**src/rtl/instruction_sequencer_pkg.sv**
```systemverilog
// Shared Mini SRC definitions: opcodes, ALU codes, sequencer states and the
// control-word layout used by the sequencer, datapath and ALU.
package instruction_sequencer_pkg;

    typedef enum logic [3:0] {
        S_IDLE = 4'd0,
        S_T0   = 4'd1,
        S_T1   = 4'd2,
        S_T2   = 4'd3,
        S_T3   = 4'd4,
        S_T4   = 4'd5,
        S_T5   = 4'd6,
        S_T6   = 4'd7,
        S_T7   = 4'd8,
        S_HALT = 4'd9
    } state_t;

    localparam logic [4:0] OP_LD   = 5'b00000;
    localparam logic [4:0] OP_LDI  = 5'b00001;
    localparam logic [4:0] OP_ST   = 5'b00010;
    localparam logic [4:0] OP_ADD  = 5'b00011;
    localparam logic [4:0] OP_SUB  = 5'b00100;
    localparam logic [4:0] OP_AND  = 5'b00101;
    localparam logic [4:0] OP_OR   = 5'b00110;
    localparam logic [4:0] OP_ROR  = 5'b00111;
    localparam logic [4:0] OP_ROL  = 5'b01000;
    localparam logic [4:0] OP_SHR  = 5'b01001;
    localparam logic [4:0] OP_SHRA = 5'b01010;
    localparam logic [4:0] OP_SHL  = 5'b01011;
    localparam logic [4:0] OP_ADDI = 5'b01100;
    localparam logic [4:0] OP_ANDI = 5'b01101;
    localparam logic [4:0] OP_ORI  = 5'b01110;
    localparam logic [4:0] OP_MUL  = 5'b01111;
    localparam logic [4:0] OP_DIV  = 5'b10000;
    localparam logic [4:0] OP_NEG  = 5'b10001;
    localparam logic [4:0] OP_NOT  = 5'b10010;
    localparam logic [4:0] OP_BR   = 5'b10011;
    localparam logic [4:0] OP_JR   = 5'b10100;
    localparam logic [4:0] OP_IN   = 5'b10110;
    localparam logic [4:0] OP_OUT  = 5'b10111;
    localparam logic [4:0] OP_MFHI = 5'b11000;
    localparam logic [4:0] OP_MFLO = 5'b11001;
    localparam logic [4:0] OP_NOP  = 5'b11010;
    localparam logic [4:0] OP_HALT = 5'b11011;

    localparam logic [4:0] ALU_ADD = OP_ADD;
    localparam logic [4:0] ALU_AND = OP_AND;
    localparam logic [4:0] ALU_OR  = OP_OR;

    typedef enum logic [3:0] {
        C_ALU3, C_IMM, C_MULDIV, C_UNARY, C_LD, C_LDI, C_ST, C_BR,
        C_JR, C_IN, C_OUT, C_MFHI, C_MFLO, C_NOP, C_HALT
    } op_class_t;

    typedef struct packed {
        logic       pc_in, ir_in, y_in, z_in, hi_in, lo_in, mar_in, mdr_in;
        logic       out_port_in, inc_pc, con_in;
        logic       pc_out, zhigh_out, zlow_out, hi_out, lo_out, mdr_out;
        logic       in_port_out, c_out;
        logic       read, write, gra, grb, grc, rin, rout, ba_out;
        logic [4:0] alu;
        logic       run;
    } ctrl_t;

    function automatic op_class_t op_class(input logic [4:0] op);
        case (op)
            OP_ADD, OP_SUB, OP_AND, OP_OR, OP_ROR,
            OP_ROL, OP_SHR, OP_SHRA, OP_SHL:  return C_ALU3;
            OP_ADDI, OP_ANDI, OP_ORI:         return C_IMM;
            OP_MUL, OP_DIV:                   return C_MULDIV;
            OP_NEG, OP_NOT:                   return C_UNARY;
            OP_LD:                            return C_LD;
            OP_LDI:                           return C_LDI;
            OP_ST:                            return C_ST;
            OP_BR:                            return C_BR;
            OP_JR:                            return C_JR;
            OP_IN:                            return C_IN;
            OP_OUT:                           return C_OUT;
            OP_MFHI:                          return C_MFHI;
            OP_MFLO:                          return C_MFLO;
            OP_HALT:                          return C_HALT;
            default:                          return C_NOP;
        endcase
    endfunction

    // Final T-state of each instruction class; nop/halt finish with the fetch.
    function automatic state_t last_state(input op_class_t c);
        case (c)
            C_ALU3, C_IMM, C_LDI:                 return S_T5;
            C_MULDIV, C_BR:                       return S_T6;
            C_UNARY:                              return S_T4;
            C_LD, C_ST:                           return S_T7;
            C_JR, C_IN, C_OUT, C_MFHI, C_MFLO:    return S_T3;
            default:                              return S_T2;
        endcase
    endfunction

    function automatic logic [4:0] imm_alu(input logic [4:0] op);
        case (op)
            OP_ANDI: return ALU_AND;
            OP_ORI:  return ALU_OR;
            default: return ALU_ADD;
        endcase
    endfunction

endpackage

```
**src/rtl/instruction_sequencer_if.sv**
```systemverilog
// Handshake between the control sequencer and the Mini SRC datapath.
interface instruction_sequencer_if;
    logic [31:0] IR_Data;
    logic        CON_out, Stop;
    logic        PC_in, IR_in, Y_in, Z_in, HI_in, LO_in, MAR_in, MDR_in;
    logic        OutPort_in, IncPC, CON_in;
    logic        PC_out, Zhigh_out, Zlow_out, HI_out, LO_out, MDR_out;
    logic        InPort_out, C_out;
    logic        Read, Write, Gra, Grb, Grc, Rin, Rout, BAout;
    logic [4:0]  alu_instruction_bits;
    logic        Run;

    modport master (
        input  IR_Data, CON_out, Stop,
        output PC_in, IR_in, Y_in, Z_in, HI_in, LO_in, MAR_in, MDR_in,
               OutPort_in, IncPC, CON_in,
               PC_out, Zhigh_out, Zlow_out, HI_out, LO_out, MDR_out,
               InPort_out, C_out,
               Read, Write, Gra, Grb, Grc, Rin, Rout, BAout,
               alu_instruction_bits, Run
    );

    modport slave (
        output IR_Data, CON_out, Stop,
        input  PC_in, IR_in, Y_in, Z_in, HI_in, LO_in, MAR_in, MDR_in,
               OutPort_in, IncPC, CON_in,
               PC_out, Zhigh_out, Zlow_out, HI_out, LO_out, MDR_out,
               InPort_out, C_out,
               Read, Write, Gra, Grb, Grc, Rin, Rout, BAout,
               alu_instruction_bits, Run
    );
endinterface

```
**src/rtl/instruction_sequencer_seq_decode.sv**
```systemverilog
// Combinational control-word decode from the present T-state and latched opcode.
module seq_decode
    import instruction_sequencer_pkg::*;
(
    input  state_t     state,
    input  logic [4:0] opcode,
    input  logic       con_out,
    output ctrl_t      ctrl
);
    op_class_t cls;
    assign cls = op_class(opcode);

    always_comb begin
        ctrl     = '0;
        ctrl.run = (state != S_IDLE) && (state != S_HALT);
        case (state)
            S_T0: begin ctrl.pc_out = 1'b1; ctrl.mar_in = 1'b1; ctrl.inc_pc = 1'b1; ctrl.z_in = 1'b1; end
            S_T1: begin ctrl.zlow_out = 1'b1; ctrl.pc_in = 1'b1; ctrl.read = 1'b1; ctrl.mdr_in = 1'b1; end
            S_T2: begin ctrl.mdr_out = 1'b1; ctrl.ir_in = 1'b1; end
            S_T3: case (cls)
                C_ALU3, C_IMM: begin ctrl.grb = 1'b1; ctrl.rout = 1'b1; ctrl.y_in = 1'b1; end
                C_MULDIV:      begin ctrl.gra = 1'b1; ctrl.rout = 1'b1; ctrl.y_in = 1'b1; end
                C_UNARY:       begin ctrl.grb = 1'b1; ctrl.rout = 1'b1; ctrl.z_in = 1'b1; ctrl.alu = opcode; end
                C_LD, C_LDI, C_ST: begin ctrl.grb = 1'b1; ctrl.ba_out = 1'b1; ctrl.y_in = 1'b1; end
                C_BR:          begin ctrl.gra = 1'b1; ctrl.rout = 1'b1; ctrl.con_in = 1'b1; end
                C_JR:          begin ctrl.gra = 1'b1; ctrl.rout = 1'b1; ctrl.pc_in = 1'b1; end
                C_IN:          begin ctrl.in_port_out = 1'b1; ctrl.gra = 1'b1; ctrl.rin = 1'b1; end
                C_OUT:         begin ctrl.gra = 1'b1; ctrl.rout = 1'b1; ctrl.out_port_in = 1'b1; end
                C_MFHI:        begin ctrl.hi_out = 1'b1; ctrl.gra = 1'b1; ctrl.rin = 1'b1; end
                C_MFLO:        begin ctrl.lo_out = 1'b1; ctrl.gra = 1'b1; ctrl.rin = 1'b1; end
                default: ;
            endcase
            S_T4: case (cls)
                C_ALU3:        begin ctrl.grc = 1'b1; ctrl.rout = 1'b1; ctrl.z_in = 1'b1; ctrl.alu = opcode; end
                C_IMM:         begin ctrl.c_out = 1'b1; ctrl.z_in = 1'b1; ctrl.alu = imm_alu(opcode); end
                C_MULDIV:      begin ctrl.grb = 1'b1; ctrl.rout = 1'b1; ctrl.z_in = 1'b1; ctrl.alu = opcode; end
                C_UNARY:       begin ctrl.zlow_out = 1'b1; ctrl.gra = 1'b1; ctrl.rin = 1'b1; end
                C_LD, C_LDI, C_ST: begin ctrl.c_out = 1'b1; ctrl.z_in = 1'b1; ctrl.alu = ALU_ADD; end
                C_BR:          begin ctrl.pc_out = 1'b1; ctrl.y_in = 1'b1; end
                default: ;
            endcase
            S_T5: case (cls)
                C_ALU3, C_IMM, C_LDI: begin ctrl.zlow_out = 1'b1; ctrl.gra = 1'b1; ctrl.rin = 1'b1; end
                C_MULDIV:      begin ctrl.zlow_out = 1'b1; ctrl.lo_in = 1'b1; end
                C_LD, C_ST:    begin ctrl.zlow_out = 1'b1; ctrl.mar_in = 1'b1; end
                C_BR:          begin ctrl.c_out = 1'b1; ctrl.z_in = 1'b1; ctrl.alu = ALU_ADD; end
                default: ;
            endcase
            S_T6: case (cls)
                C_MULDIV:      begin ctrl.zhigh_out = 1'b1; ctrl.hi_in = 1'b1; end
                C_LD:          begin ctrl.read = 1'b1; ctrl.mdr_in = 1'b1; end
                C_ST:          begin ctrl.gra = 1'b1; ctrl.rout = 1'b1; ctrl.mdr_in = 1'b1; end
                C_BR:          begin ctrl.zlow_out = 1'b1; ctrl.pc_in = con_out; end
                default: ;
            endcase
            S_T7: case (cls)
                C_LD:          begin ctrl.mdr_out = 1'b1; ctrl.gra = 1'b1; ctrl.rin = 1'b1; end
                C_ST:          ctrl.write = 1'b1;
                default: ;
            endcase
            default: ;
        endcase
    end
endmodule

```
**src/rtl/instruction_sequencer.sv**
```systemverilog
// Mini SRC control sequencer: T-state register, opcode latch and halt request,
// with strobe generation delegated to seq_decode.
module instruction_sequencer
    import instruction_sequencer_pkg::*;
(
    input logic                      clk,
    input logic                      clr,
    instruction_sequencer_if.master  bus
);
    state_t     state_q, state_d;
    logic [4:0] opcode_q, opcode_d;
    logic       stop_q, stop_d;
    logic [4:0] cur_op;
    op_class_t  cur_cls;
    logic       halt_req;
    ctrl_t      ctrl;
    logic       unused_ir;

    // Only the opcode field of the instruction register steers sequencing.
    assign unused_ir = ^bus.IR_Data[26:0];

    always_ff @(posedge clk) begin
        if (!clr) begin
            state_q  <= S_IDLE;
            opcode_q <= '0;
            stop_q   <= 1'b0;
        end else begin
            state_q  <= state_d;
            opcode_q <= opcode_d;
            stop_q   <= stop_d;
        end
    end

    // In T2 the opcode is not latched yet, so sequencing reads it straight from IR.
    assign cur_op   = (state_q == S_T2) ? bus.IR_Data[31:27] : opcode_q;
    assign cur_cls  = op_class(cur_op);
    assign halt_req = stop_q | bus.Stop;

    always_comb begin
        state_d  = state_q;
        opcode_d = opcode_q;
        stop_d   = stop_q;
        case (state_q)
            S_IDLE: state_d = S_T0;
            S_HALT: state_d = S_HALT;
            default: begin
                stop_d = halt_req;
                if (state_q == S_T2)
                    opcode_d = bus.IR_Data[31:27];
                if (state_q == S_T2 && cur_cls == C_HALT) begin
                    state_d = S_HALT;
                end else if (state_q == last_state(cur_cls)) begin
                    state_d = halt_req ? S_HALT : S_T0;
                    stop_d  = 1'b0;
                end else begin
                    state_d = state_t'(state_q + 4'd1);
                end
            end
        endcase
    end

    seq_decode u_decode (
        .state   (state_q),
        .opcode  (opcode_q),
        .con_out (bus.CON_out),
        .ctrl    (ctrl)
    );

    assign bus.PC_in                = ctrl.pc_in;
    assign bus.IR_in                = ctrl.ir_in;
    assign bus.Y_in                 = ctrl.y_in;
    assign bus.Z_in                 = ctrl.z_in;
    assign bus.HI_in                = ctrl.hi_in;
    assign bus.LO_in                = ctrl.lo_in;
    assign bus.MAR_in               = ctrl.mar_in;
    assign bus.MDR_in               = ctrl.mdr_in;
    assign bus.OutPort_in           = ctrl.out_port_in;
    assign bus.IncPC                = ctrl.inc_pc;
    assign bus.CON_in               = ctrl.con_in;
    assign bus.PC_out               = ctrl.pc_out;
    assign bus.Zhigh_out            = ctrl.zhigh_out;
    assign bus.Zlow_out             = ctrl.zlow_out;
    assign bus.HI_out               = ctrl.hi_out;
    assign bus.LO_out               = ctrl.lo_out;
    assign bus.MDR_out              = ctrl.mdr_out;
    assign bus.InPort_out           = ctrl.in_port_out;
    assign bus.C_out                = ctrl.c_out;
    assign bus.Read                 = ctrl.read;
    assign bus.Write                = ctrl.write;
    assign bus.Gra                  = ctrl.gra;
    assign bus.Grb                  = ctrl.grb;
    assign bus.Grc                  = ctrl.grc;
    assign bus.Rin                  = ctrl.rin;
    assign bus.Rout                 = ctrl.rout;
    assign bus.BAout                = ctrl.ba_out;
    assign bus.alu_instruction_bits = ctrl.alu;
    assign bus.Run                  = ctrl.run;
endmodule

```
**src/flat_wrapper.sv**
```systemverilog
// flat-port wrapper written by rule: the top's interface ports become plain ports
module instruction_sequencer_flat import instruction_sequencer_pkg::*;
  (clk, clr, bus_IR_Data, bus_CON_out, bus_Stop, bus_PC_in, bus_IR_in, bus_Y_in, bus_Z_in, bus_HI_in, bus_LO_in, bus_MAR_in, bus_MDR_in, bus_OutPort_in, bus_IncPC, bus_CON_in, bus_PC_out, bus_Zhigh_out, bus_Zlow_out, bus_HI_out, bus_LO_out, bus_MDR_out, bus_InPort_out, bus_C_out, bus_Read, bus_Write, bus_Gra, bus_Grb, bus_Grc, bus_Rin, bus_Rout, bus_BAout, bus_alu_instruction_bits, bus_Run);
  instruction_sequencer_if bus_i ();
  input logic clk;
  input logic clr;
  input wire logic [$bits(bus_i.IR_Data)-1:0] bus_IR_Data;
  input wire logic [$bits(bus_i.CON_out)-1:0] bus_CON_out;
  input wire logic [$bits(bus_i.Stop)-1:0] bus_Stop;
  output wire logic [$bits(bus_i.PC_in)-1:0] bus_PC_in;
  output wire logic [$bits(bus_i.IR_in)-1:0] bus_IR_in;
  output wire logic [$bits(bus_i.Y_in)-1:0] bus_Y_in;
  output wire logic [$bits(bus_i.Z_in)-1:0] bus_Z_in;
  output wire logic [$bits(bus_i.HI_in)-1:0] bus_HI_in;
  output wire logic [$bits(bus_i.LO_in)-1:0] bus_LO_in;
  output wire logic [$bits(bus_i.MAR_in)-1:0] bus_MAR_in;
  output wire logic [$bits(bus_i.MDR_in)-1:0] bus_MDR_in;
  output wire logic [$bits(bus_i.OutPort_in)-1:0] bus_OutPort_in;
  output wire logic [$bits(bus_i.IncPC)-1:0] bus_IncPC;
  output wire logic [$bits(bus_i.CON_in)-1:0] bus_CON_in;
  output wire logic [$bits(bus_i.PC_out)-1:0] bus_PC_out;
  output wire logic [$bits(bus_i.Zhigh_out)-1:0] bus_Zhigh_out;
  output wire logic [$bits(bus_i.Zlow_out)-1:0] bus_Zlow_out;
  output wire logic [$bits(bus_i.HI_out)-1:0] bus_HI_out;
  output wire logic [$bits(bus_i.LO_out)-1:0] bus_LO_out;
  output wire logic [$bits(bus_i.MDR_out)-1:0] bus_MDR_out;
  output wire logic [$bits(bus_i.InPort_out)-1:0] bus_InPort_out;
  output wire logic [$bits(bus_i.C_out)-1:0] bus_C_out;
  output wire logic [$bits(bus_i.Read)-1:0] bus_Read;
  output wire logic [$bits(bus_i.Write)-1:0] bus_Write;
  output wire logic [$bits(bus_i.Gra)-1:0] bus_Gra;
  output wire logic [$bits(bus_i.Grb)-1:0] bus_Grb;
  output wire logic [$bits(bus_i.Grc)-1:0] bus_Grc;
  output wire logic [$bits(bus_i.Rin)-1:0] bus_Rin;
  output wire logic [$bits(bus_i.Rout)-1:0] bus_Rout;
  output wire logic [$bits(bus_i.BAout)-1:0] bus_BAout;
  output wire logic [$bits(bus_i.alu_instruction_bits)-1:0] bus_alu_instruction_bits;
  output wire logic [$bits(bus_i.Run)-1:0] bus_Run;
  assign bus_i.IR_Data = bus_IR_Data;
  assign bus_i.CON_out = bus_CON_out;
  assign bus_i.Stop = bus_Stop;
  assign bus_PC_in = bus_i.PC_in;
  assign bus_IR_in = bus_i.IR_in;
  assign bus_Y_in = bus_i.Y_in;
  assign bus_Z_in = bus_i.Z_in;
  assign bus_HI_in = bus_i.HI_in;
  assign bus_LO_in = bus_i.LO_in;
  assign bus_MAR_in = bus_i.MAR_in;
  assign bus_MDR_in = bus_i.MDR_in;
  assign bus_OutPort_in = bus_i.OutPort_in;
  assign bus_IncPC = bus_i.IncPC;
  assign bus_CON_in = bus_i.CON_in;
  assign bus_PC_out = bus_i.PC_out;
  assign bus_Zhigh_out = bus_i.Zhigh_out;
  assign bus_Zlow_out = bus_i.Zlow_out;
  assign bus_HI_out = bus_i.HI_out;
  assign bus_LO_out = bus_i.LO_out;
  assign bus_MDR_out = bus_i.MDR_out;
  assign bus_InPort_out = bus_i.InPort_out;
  assign bus_C_out = bus_i.C_out;
  assign bus_Read = bus_i.Read;
  assign bus_Write = bus_i.Write;
  assign bus_Gra = bus_i.Gra;
  assign bus_Grb = bus_i.Grb;
  assign bus_Grc = bus_i.Grc;
  assign bus_Rin = bus_i.Rin;
  assign bus_Rout = bus_i.Rout;
  assign bus_BAout = bus_i.BAout;
  assign bus_alu_instruction_bits = bus_i.alu_instruction_bits;
  assign bus_Run = bus_i.Run;
  instruction_sequencer u_core (.clk(clk), .clr(clr), .bus(bus_i));
endmodule
```
**config.mk**
```make
export PLATFORM = sky130hd
export DESIGN_NAME = instruction_sequencer_flat
export DESIGN_NICKNAME = d
export VERILOG_FILES = /design/src/rtl/instruction_sequencer_pkg.sv /design/src/rtl/instruction_sequencer_if.sv /design/src/rtl/instruction_sequencer_seq_decode.sv /design/src/rtl/instruction_sequencer.sv /design/src/flat_wrapper.sv
export SDC_FILE = /design/constraint.sdc
export NUM_CORES = 1
export LEC_CHECK = 0
export ABC_AREA = 1
export CAP_MARGIN = 20
export CORE_ASPECT_RATIO = 1.2
export CORE_MARGIN = 4
export CORE_UTILIZATION = 45
export CTS_CLUSTER_SIZE = 28
export DETAILED_ROUTE_END_ITERATION = 8
export PLACE_DENSITY_LB_ADDON = 0.3
export SYNTH_ARGS = -nofsm -noshare
export SYNTH_HDL_FRONTEND = slang
export SYNTH_HIERARCHICAL = 1
export SYNTH_SLANG_ARGS = --single-unit
```
**constraint.sdc**
```tcl
create_clock -name clk -period 5.2 [get_ports clk]
set_input_delay 0.78 -clock clk [delete_from_list [all_inputs] [get_ports clk]]
set_output_delay 0.78 -clock clk [all_outputs]
set_load 0.05 [all_outputs]
```
==> report_table.html, run 1 <==
<p>Metrics extracted from the flow reports.</p>
<table>
<tr><th>Metric</th><th>Value</th></tr>
<tr><th colspan="2">Clocking</th></tr>
<tr><td>Skew-Pair Late Insertion Delay</td><td>240 ps</td></tr>
<tr><td>TritonCTS clock tree</td><td>done</td></tr>
<tr><td>Number of H-tree levels</td><td>1</td></tr>
<tr><td>Clock edge transition at the registers on the reported setup and hold paths</td><td>50 ps</td></tr>
<tr><td>Number of CTS-inserted buffers</td><td>3</td></tr>
<tr><td>Largest buffer count on any clock path</td><td>2</td></tr>
<tr><td># resized after CTS</td><td>0</td></tr>
<tr><td># clock sinks</td><td>10</td></tr>
<tr><th colspan="2">Setup path</th></tr>
<tr><td>Critical Path Fanout Max</td><td>8</td></tr>
<tr><td>End point of the critical path</td><td>bus_Write</td></tr>
<tr><td>Number of gates on the worst path with buffers counted</td><td>12</td></tr>
<tr><td>Startpoint of the most critical register-to-register path</td><td>u_core/state_q[0]</td></tr>
<tr><td>R2R cell count</td><td>20</td></tr>
<tr><td>Buffer-and-inverter tally for the worst setup path</td><td>3</td></tr>
<tr><td>Crit-path slowest cell</td><td>clkdlybuf4s50_1</td></tr>
<tr><td>Start point of the critical path</td><td>u_core/opcode_q[0]</td></tr>
<tr><td>R2R Path End</td><td>u_core/state_q[3]</td></tr>
<tr><td>Kind of critical path</td><td>reg -&gt; out</td></tr>
<tr><td>Type of origin of the critical path</td><td>flop</td></tr>
<tr><td>Critical path capture point type</td><td>output port</td></tr>
<tr><td>CP Data Required Time</td><td>4420 ps</td></tr>
<tr><td>Kind of cell adding the most delay to the critical path</td><td>buffers and inverters</td></tr>
<tr><td>Critical path data arrival time</td><td>2980 ps</td></tr>
<tr><td>Most frequent cell on the critical path</td><td>nand2_1</td></tr>
<tr><th colspan="2">Place</th></tr>
<tr><td>Worst setup slack after placement</td><td>1680 ps</td></tr>
<tr><td>Final Wtd Congestion</td><td>0.917</td></tr>
<tr><td>Dpl cells</td><td>442</td></tr>
<tr><td>Quantity of I/O buffers inserted on ports</td><td>41</td></tr>
<tr><td>DPL Wire Length</td><td>4320 um</td></tr>
<tr><td>Instance area after placement</td><td>0.00243 sq mm</td></tr>
<tr><th colspan="2">Cells and area</th></tr>
<tr><td>Post-layout net count</td><td>441</td></tr>
<tr><td>Biggest register</td><td>u_core/opcode_q</td></tr>
<tr><td>Share of the final layout cell area in sequential cells</td><td>8.05%</td></tr>
<tr><td># diodes</td><td>0</td></tr>
<tr><td>Non-clk bufs</td><td>41</td></tr>
<tr><td>CLK BUF</td><td>4</td></tr>
<tr><td>Footprint of the multi-input gates</td><td>0.00153 sq mm</td></tr>
<tr><td>Biggest registers after layout</td><td>u_core/opcode_q (5), u_core/state_q (4), u_core/stop_q (1)</td></tr>
<tr><td>Fraction of final layout cells with drive strength greater than 1</td><td>15.6%</td></tr>
<tr><td>Area growth from synthesis to layout</td><td>26.2%</td></tr>
<tr><td>Area fraction of clock buffers and clock inverters</td><td>2.21%</td></tr>
<tr><td>FFs &amp; Latches</td><td>10</td></tr>
<tr><td>Largest cell class by area</td><td>logic gates</td></tr>
<tr><td>Number of flip-flops in the largest register</td><td>5</td></tr>
<tr><td>Commonest non-fill, non-tap cell in the layout</td><td>nand2_1</td></tr>
<tr><td>Commonest cells after routing, fill and taps aside</td><td>nand2_1 (92), nand3_1 (53), inv_1 (47), clkdlybuf4s50_1 (41), nor2_1 (28)</td></tr>
<tr><td>Number of signal-net inverters in the final layout</td><td>58</td></tr>
<tr><td>Final cell count without fillers</td><td>446</td></tr>
<tr><td>Proportion of final cell area spent on non-clock buffers</td><td>16.5%</td></tr>
<tr><td>Storage element area</td><td>200 sq um</td></tr>
<tr><td>Cell area after layout</td><td>0.00249 sq mm</td></tr>
<tr><th colspan="2">STA</th></tr>
<tr><td>Final critical delay including setup and external delays</td><td>3760 ps</td></tr>
<tr><td>Final count of hold timing violations</td><td>0</td></tr>
<tr><td>RSZ-0062 raised after global routing</td><td>false</td></tr>
<tr><td>Measured slew at the worst slew-check pin</td><td>512 ps</td></tr>
<tr><td>Setup_tns</td><td>0 ps</td></tr>
<tr><td>Period utilisation layout</td><td>72.3%</td></tr>
<tr><td>Peak Freq</td><td>266 MHz</td></tr>
<tr><td>Final-report max-slew violation count</td><td>0</td></tr>
<tr><td>Clock skew after layout</td><td>2.83 ps</td></tr>
<tr><td>Post-layout worst setup margin</td><td>1440 ps</td></tr>
<tr><th colspan="2">Power</th></tr>
<tr><td>Total Power Consumption</td><td>1530 uW</td></tr>
<tr><td>Int Power</td><td>566 uW</td></tr>
<tr><td>Portion of total power attributed to sequential cells</td><td>11.2%</td></tr>
<tr><td>Peak supply drop</td><td>0.290 mV</td></tr>
<tr><td>Power in combinational cells</td><td>1260 uW</td></tr>
<tr><td>Switching Power</td><td>959 uW</td></tr>
<tr><td>Leakage power total</td><td>0.00121 uW</td></tr>
<tr><td>Combinational cell fraction of total power</td><td>82.3%</td></tr>
<tr><td>Proportion of power drawn by the clock network</td><td>6.5%</td></tr>
<tr><td>Sequential-cell power consumption</td><td>171 uW</td></tr>
<tr><td>Top power group</td><td>combinational logic</td></tr>
<tr><td>Proportion of total power due to net switching</td><td>62.9%</td></tr>
<tr><th colspan="2">Detailed routing</th></tr>
<tr><td>Met2 Routed Length</td><td>2580 um</td></tr>
<tr><td>Drt first-iter violations</td><td>187</td></tr>
<tr><td>First-pass iteration count of the detailed router</td><td>4</td></tr>
<tr><td>DR vias/cell</td><td>5.19</td></tr>
<tr><td>Total number of vias</td><td>2,314</td></tr>
<tr><td>Top layer used by detailed routing</td><td>met4</td></tr>
<tr><th colspan="2">Global routing</th></tr>
<tr><td>Pin count of the biggest net entering global routing</td><td>15</td></tr>
<tr><td>GR Layer Usage met3</td><td>1.68%</td></tr>
<tr><td>Met2 Resource Use GR</td><td>37.2%</td></tr>
<tr><td>Tot GR Track Use</td><td>20.4%</td></tr>
<tr><td>First-pass GRT wire length</td><td>8980 um</td></tr>
<tr><td>Number of global-route vias before repair</td><td>2,179</td></tr>
<tr><th colspan="2">Synthesis</th></tr>
<tr><td>Area share of fa/ha/maj cells after synthesis</td><td>8.89%</td></tr>
<tr><td>Cell type with the largest total area after synthesis</td><td>nand2_1</td></tr>
<tr><td>Mux area share</td><td>0%</td></tr>
<tr><td>Dominant register cell</td><td>dfxtp_1</td></tr>
<tr><td>Area of the synthesized netlist per yosys stat</td><td>0.00197 sq mm</td></tr>
<tr><td>Syn_area_per_cell</td><td>5.66 sq um</td></tr>
<tr><td>Fraction of registers with async set/reset</td><td>0%</td></tr>
<tr><td>Area fraction in compound gates</td><td>9.90%</td></tr>
<tr><td>Dominant kind of combinational cell</td><td>simple AND/OR/NAND/NOR gates</td></tr>
<tr><td>Leading post-synthesis cells by cell area</td><td>nand2_1 (18%), nand3_1 (13%), dfxtp_1 (10%)</td></tr>
<tr><td>Post-synthesis simple-gate area fraction</td><td>58.0%</td></tr>
<tr><td>Synth top area share</td><td>17.5%</td></tr>
<tr><td>Portion of the post-synthesis area used by sequential elements</td><td>10.2%</td></tr>
<tr><td>Tally of unique sky130hd cells used after synthesis</td><td>34</td></tr>
<tr><td>Net Count, Synth</td><td>398</td></tr>
<tr><td>Library cell with the highest instance count after synthesis</td><td>nand2_1</td></tr>
<tr><td>Area fraction in xor and xnor cells</td><td>0.889%</td></tr>
<tr><th colspan="2">Flow run</th></tr>
<tr><td>Max Cap Viol</td><td>0</td></tr>
<tr><th colspan="2">Hold path</th></tr>
<tr><td>Hold Crit Depth</td><td>2</td></tr>
<tr><td>Launch point of the worst hold path</td><td>u_core/stop_q</td></tr>
<tr><th colspan="2">Die</th></tr>
<tr><td>Core Footprint</td><td>0.00426 sq mm</td></tr>
<tr><td>Width of the chip</td><td>68.4 um</td></tr>
<tr><td>Number of well-tap cells placed</td><td>56</td></tr>
<tr><td>Initial cell density of the core</td><td>46.2%</td></tr>
<tr><th colspan="2">Status</th></tr>
<tr><td>Outcome</td><td>completed</td></tr>
</table>
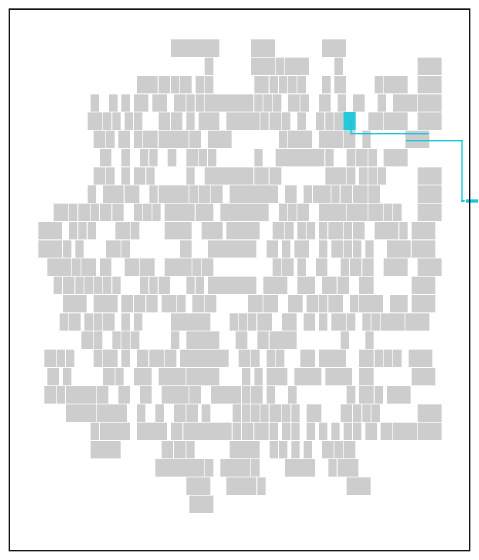
Run 1: wires at chosen ports, followed through buffers
bus_CON_out: shown in cyan, bits 1, direction input, edge east, end cells 1, buffers 1, wire 31.1 um.

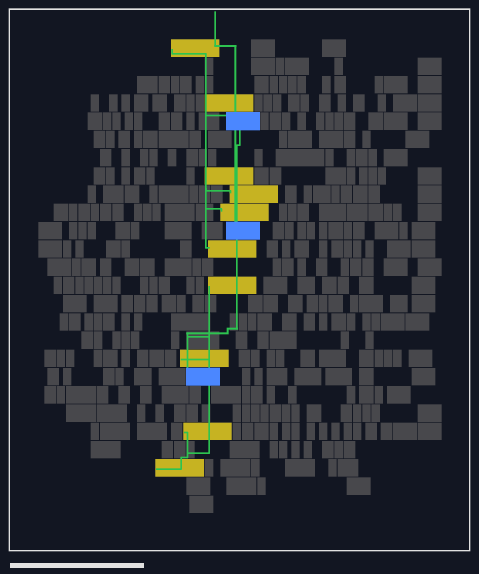
Run 1: clock network drawn from the DEF
The bar under the picture is 20 um long.
flip-flops: shown in yellow, count 10. clock wires: shown in green, length 182 um. clock-net drivers: shown in blue, count 3.
There are 4 routed clock nets.

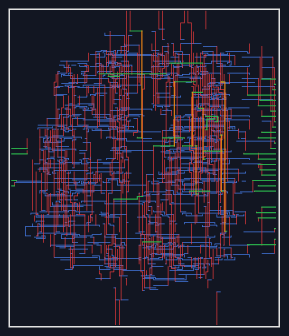
Run 1: metal layers overlaid
M1: shown in blue, wire length 2,180 um. M4: shown in orange, wire length 136 um. M2: shown in red, wire length 2,580 um. M3: shown in green, wire length 193 um.

Run 1, clock nets:
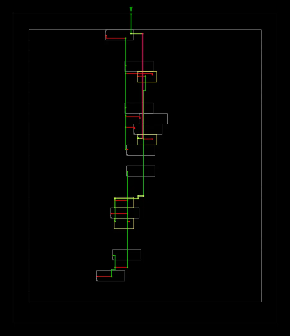

--- run 2 (diff from run 1) ---
==> constraint.sdc (replaced) <==
create_clock -name clk -period 3.8 [get_ports clk]
set_input_delay 0.57 -clock clk [delete_from_list [all_inputs] [get_ports clk]]
set_output_delay 0.57 -clock clk [all_outputs]
set_load 0.05 [all_outputs]
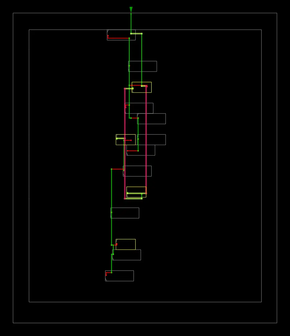
Run 2: clock nets
clock group total power: 135 uW
number of CTS-inserted buffers: 3

==> run 2 against run 1 <==
  * Sequential cell count is the same
  * Clock-buffer cell count unchanged
  * Sequential power up 36%
  * Global-route usage down 0.25 points
  * Area after synthesis is the same
  * Power rose by 37%
  * Setup slack worse by 1200 ps
  * Clock skew down 2.1 ps
  * Combinational power grew 37%
  * Critical path depth up 1
  * Sequential share of layout area is essentially flat
  * Cell count is the same
  * Largest cell class unchanged
  * Largest power group unchanged
==> report_table.html, run 2 <==
<p>Metrics extracted from the flow reports.</p>
<table>
<tr><th>Metric</th><th>Value</th></tr>
<tr><th colspan="2">Status</th></tr>
<tr><td>Outcome</td><td>completed</td></tr>
<tr><th colspan="2">STA</th></tr>
<tr><td>Final count of hold timing violations</td><td>0 (unchanged)</td></tr>
<tr><td>Period utilisation layout</td><td>92.3%</td></tr>
<tr><td>Final critical delay including setup and external delays</td><td>3510 ps</td></tr>
<tr><td>Measured slew at the worst slew-check pin</td><td>512 ps (+0.587 ps)</td></tr>
<tr><td>Setup_tns</td><td>0 ps (unchanged)</td></tr>
<tr><td>Clock skew after layout</td><td>0.713 ps (-2.12 ps)</td></tr>
<tr><td>RSZ-0062 raised after global routing</td><td>false</td></tr>
<tr><td>Post-layout worst setup margin</td><td>292 ps (-1150 ps)</td></tr>
<tr><th colspan="2">Global routing</th></tr>
<tr><td>GR Layer Usage met3</td><td>1.54% (-0.14 points)</td></tr>
<tr><td>Met2 Resource Use GR</td><td>36.6% (-0.57 points)</td></tr>
<tr><td>Tot GR Track Use</td><td>20.2% (-0.25 points)</td></tr>
<tr><td>Number of global-route vias before repair</td><td>2,142 (-1.7%)</td></tr>
<tr><td>Pin count of the biggest net entering global routing</td><td>15 (unchanged)</td></tr>
<tr><th colspan="2">Synthesis</th></tr>
<tr><td>Area share of fa/ha/maj cells after synthesis</td><td>8.89% (unchanged)</td></tr>
<tr><td>Dominant kind of combinational cell</td><td>simple AND/OR/NAND/NOR gates</td></tr>
<tr><td>Net Count, Synth</td><td>398 (unchanged)</td></tr>
<tr><td>Leading post-synthesis cells by cell area</td><td>nand2_1 (18%), nand3_1 (13%), dfxtp_1 (10%)</td></tr>
<tr><td>Dominant register cell</td><td>dfxtp_1</td></tr>
<tr><td>Area fraction in xor and xnor cells</td><td>0.889% (unchanged)</td></tr>
<tr><td>Area fraction in compound gates</td><td>9.90% (unchanged)</td></tr>
<tr><td>Post-synthesis simple-gate area fraction</td><td>58.0% (unchanged)</td></tr>
<tr><td>Syn_area_per_cell</td><td>5.66 sq um (unchanged)</td></tr>
<tr><td>Synth top area share</td><td>17.5% (unchanged)</td></tr>
<tr><td>Area of the synthesized netlist per yosys stat</td><td>0.00197 sq mm (unchanged)</td></tr>
<tr><th colspan="2">Cells and area</th></tr>
<tr><td>Footprint of the multi-input gates</td><td>0.00153 sq mm (unchanged)</td></tr>
<tr><td>Commonest non-fill, non-tap cell in the layout</td><td>nand2_1</td></tr>
<tr><td>Cell area after layout</td><td>0.00249 sq mm (+0.10%)</td></tr>
<tr><td>Commonest cells after routing, fill and taps aside</td><td>nand2_1 (92), nand3_1 (53), inv_1 (47), clkdlybuf4s50_1 (40), nor2_1 (28)</td></tr>
<tr><td># diodes</td><td>0 (unchanged)</td></tr>
<tr><td>Share of the final layout cell area in sequential cells</td><td>8.04% (-0.0081 points)</td></tr>
<tr><td>Number of flip-flops in the largest register</td><td>5 (unchanged)</td></tr>
<tr><td>Final cell count without fillers</td><td>446 (unchanged)</td></tr>
<tr><td>Largest cell class by area</td><td>logic gates</td></tr>
<tr><td>Fraction of final layout cells with drive strength greater than 1</td><td>15.6% (unchanged)</td></tr>
<tr><td>Area fraction of clock buffers and clock inverters</td><td>2.21% (-0.0022 points)</td></tr>
<tr><td>Storage element area</td><td>200 sq um (unchanged)</td></tr>
<tr><td>Number of signal-net inverters in the final layout</td><td>58 (unchanged)</td></tr>
<tr><td>Biggest register</td><td>u_core/opcode_q</td></tr>
<tr><th colspan="2">Setup path</th></tr>
<tr><td>Kind of cell adding the most delay to the critical path</td><td>simple AND/OR/NAND/NOR gates</td></tr>
<tr><td>Kind of critical path</td><td>reg -&gt; out</td></tr>
<tr><td>R2R Path End</td><td>u_core/state_q[3]</td></tr>
<tr><td>Number of gates on the worst path with buffers counted</td><td>13 (+1)</td></tr>
<tr><td>Crit-path slowest cell</td><td>clkdlybuf4s50_1</td></tr>
<tr><td>Type of origin of the critical path</td><td>flop</td></tr>
<tr><td>Buffer-and-inverter tally for the worst setup path</td><td>2 (-1)</td></tr>
<tr><td>Most frequent cell on the critical path</td><td>nand2_2</td></tr>
<tr><td>Critical Path Fanout Max</td><td>8 (unchanged)</td></tr>
<tr><td>R2R cell count</td><td>20 (unchanged)</td></tr>
<tr><td>CP Data Required Time</td><td>3230 ps (-1190 ps)</td></tr>
<tr><td>Startpoint of the most critical register-to-register path</td><td>u_core/state_q[0]</td></tr>
<tr><th colspan="2">Hold path</th></tr>
<tr><td>Hold Crit Depth</td><td>2 (unchanged)</td></tr>
<tr><td>Launch point of the worst hold path</td><td>u_core/stop_q</td></tr>
<tr><th colspan="2">Detailed routing</th></tr>
<tr><td>Drt first-iter violations</td><td>187 (unchanged)</td></tr>
<tr><td>First-pass iteration count of the detailed router</td><td>4 (unchanged)</td></tr>
<tr><td>Met2 Routed Length</td><td>2540 um (-1.6%)</td></tr>
<tr><th colspan="2">Flow run</th></tr>
<tr><td>Max Cap Viol</td><td>0 (unchanged)</td></tr>
<tr><th colspan="2">Clocking</th></tr>
<tr><td>Number of H-tree levels</td><td>1 (unchanged)</td></tr>
<tr><td>TritonCTS clock tree</td><td>done</td></tr>
<tr><td>Skew-Pair Late Insertion Delay</td><td>240 ps (about the same)</td></tr>
<tr><td># clock sinks</td><td>10 (unchanged)</td></tr>
<tr><th colspan="2">Die</th></tr>
<tr><td>Initial cell density of the core</td><td>46.2% (unchanged)</td></tr>
<tr><td>Number of well-tap cells placed</td><td>56 (unchanged)</td></tr>
<tr><td>Core Footprint</td><td>0.00426 sq mm (unchanged)</td></tr>
<tr><th colspan="2">Place</th></tr>
<tr><td>Instance area after placement</td><td>0.00243 sq mm (unchanged)</td></tr>
<tr><td>Dpl cells</td><td>442 (unchanged)</td></tr>
<tr><th colspan="2">Power</th></tr>
<tr><td>Power in combinational cells</td><td>1720 uW (+37%)</td></tr>
<tr><td>Proportion of power drawn by the clock network</td><td>6.5% (about the same)</td></tr>
<tr><td>Total Power Consumption</td><td>2080 uW (+37%)</td></tr>
<tr><td>Int Power</td><td>776 uW (+37%)</td></tr>
<tr><td>Combinational cell fraction of total power</td><td>82.4% (about the same)</td></tr>
<tr><td>Sequential-cell power consumption</td><td>232 uW (+36%)</td></tr>
<tr><td>Switching Power</td><td>1310 uW (+36%)</td></tr>
</table>
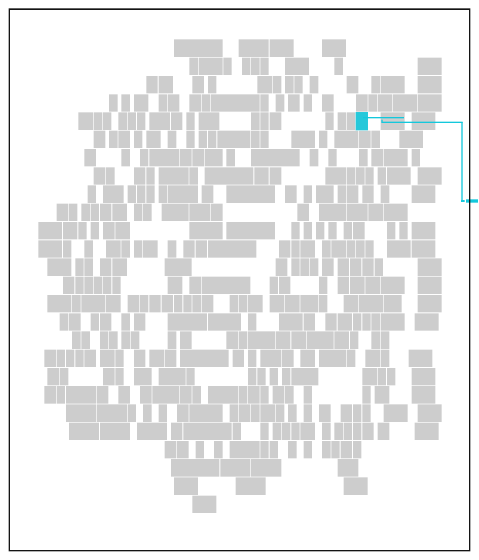
Run 2: wires at chosen ports, followed through buffers
bus_CON_out: shown in cyan, bits 1, direction input, edge east, end cells 1, buffers 1, wire 30.2 um.

Power figures rest on the tool's default switching activity, not on a simulated workload.
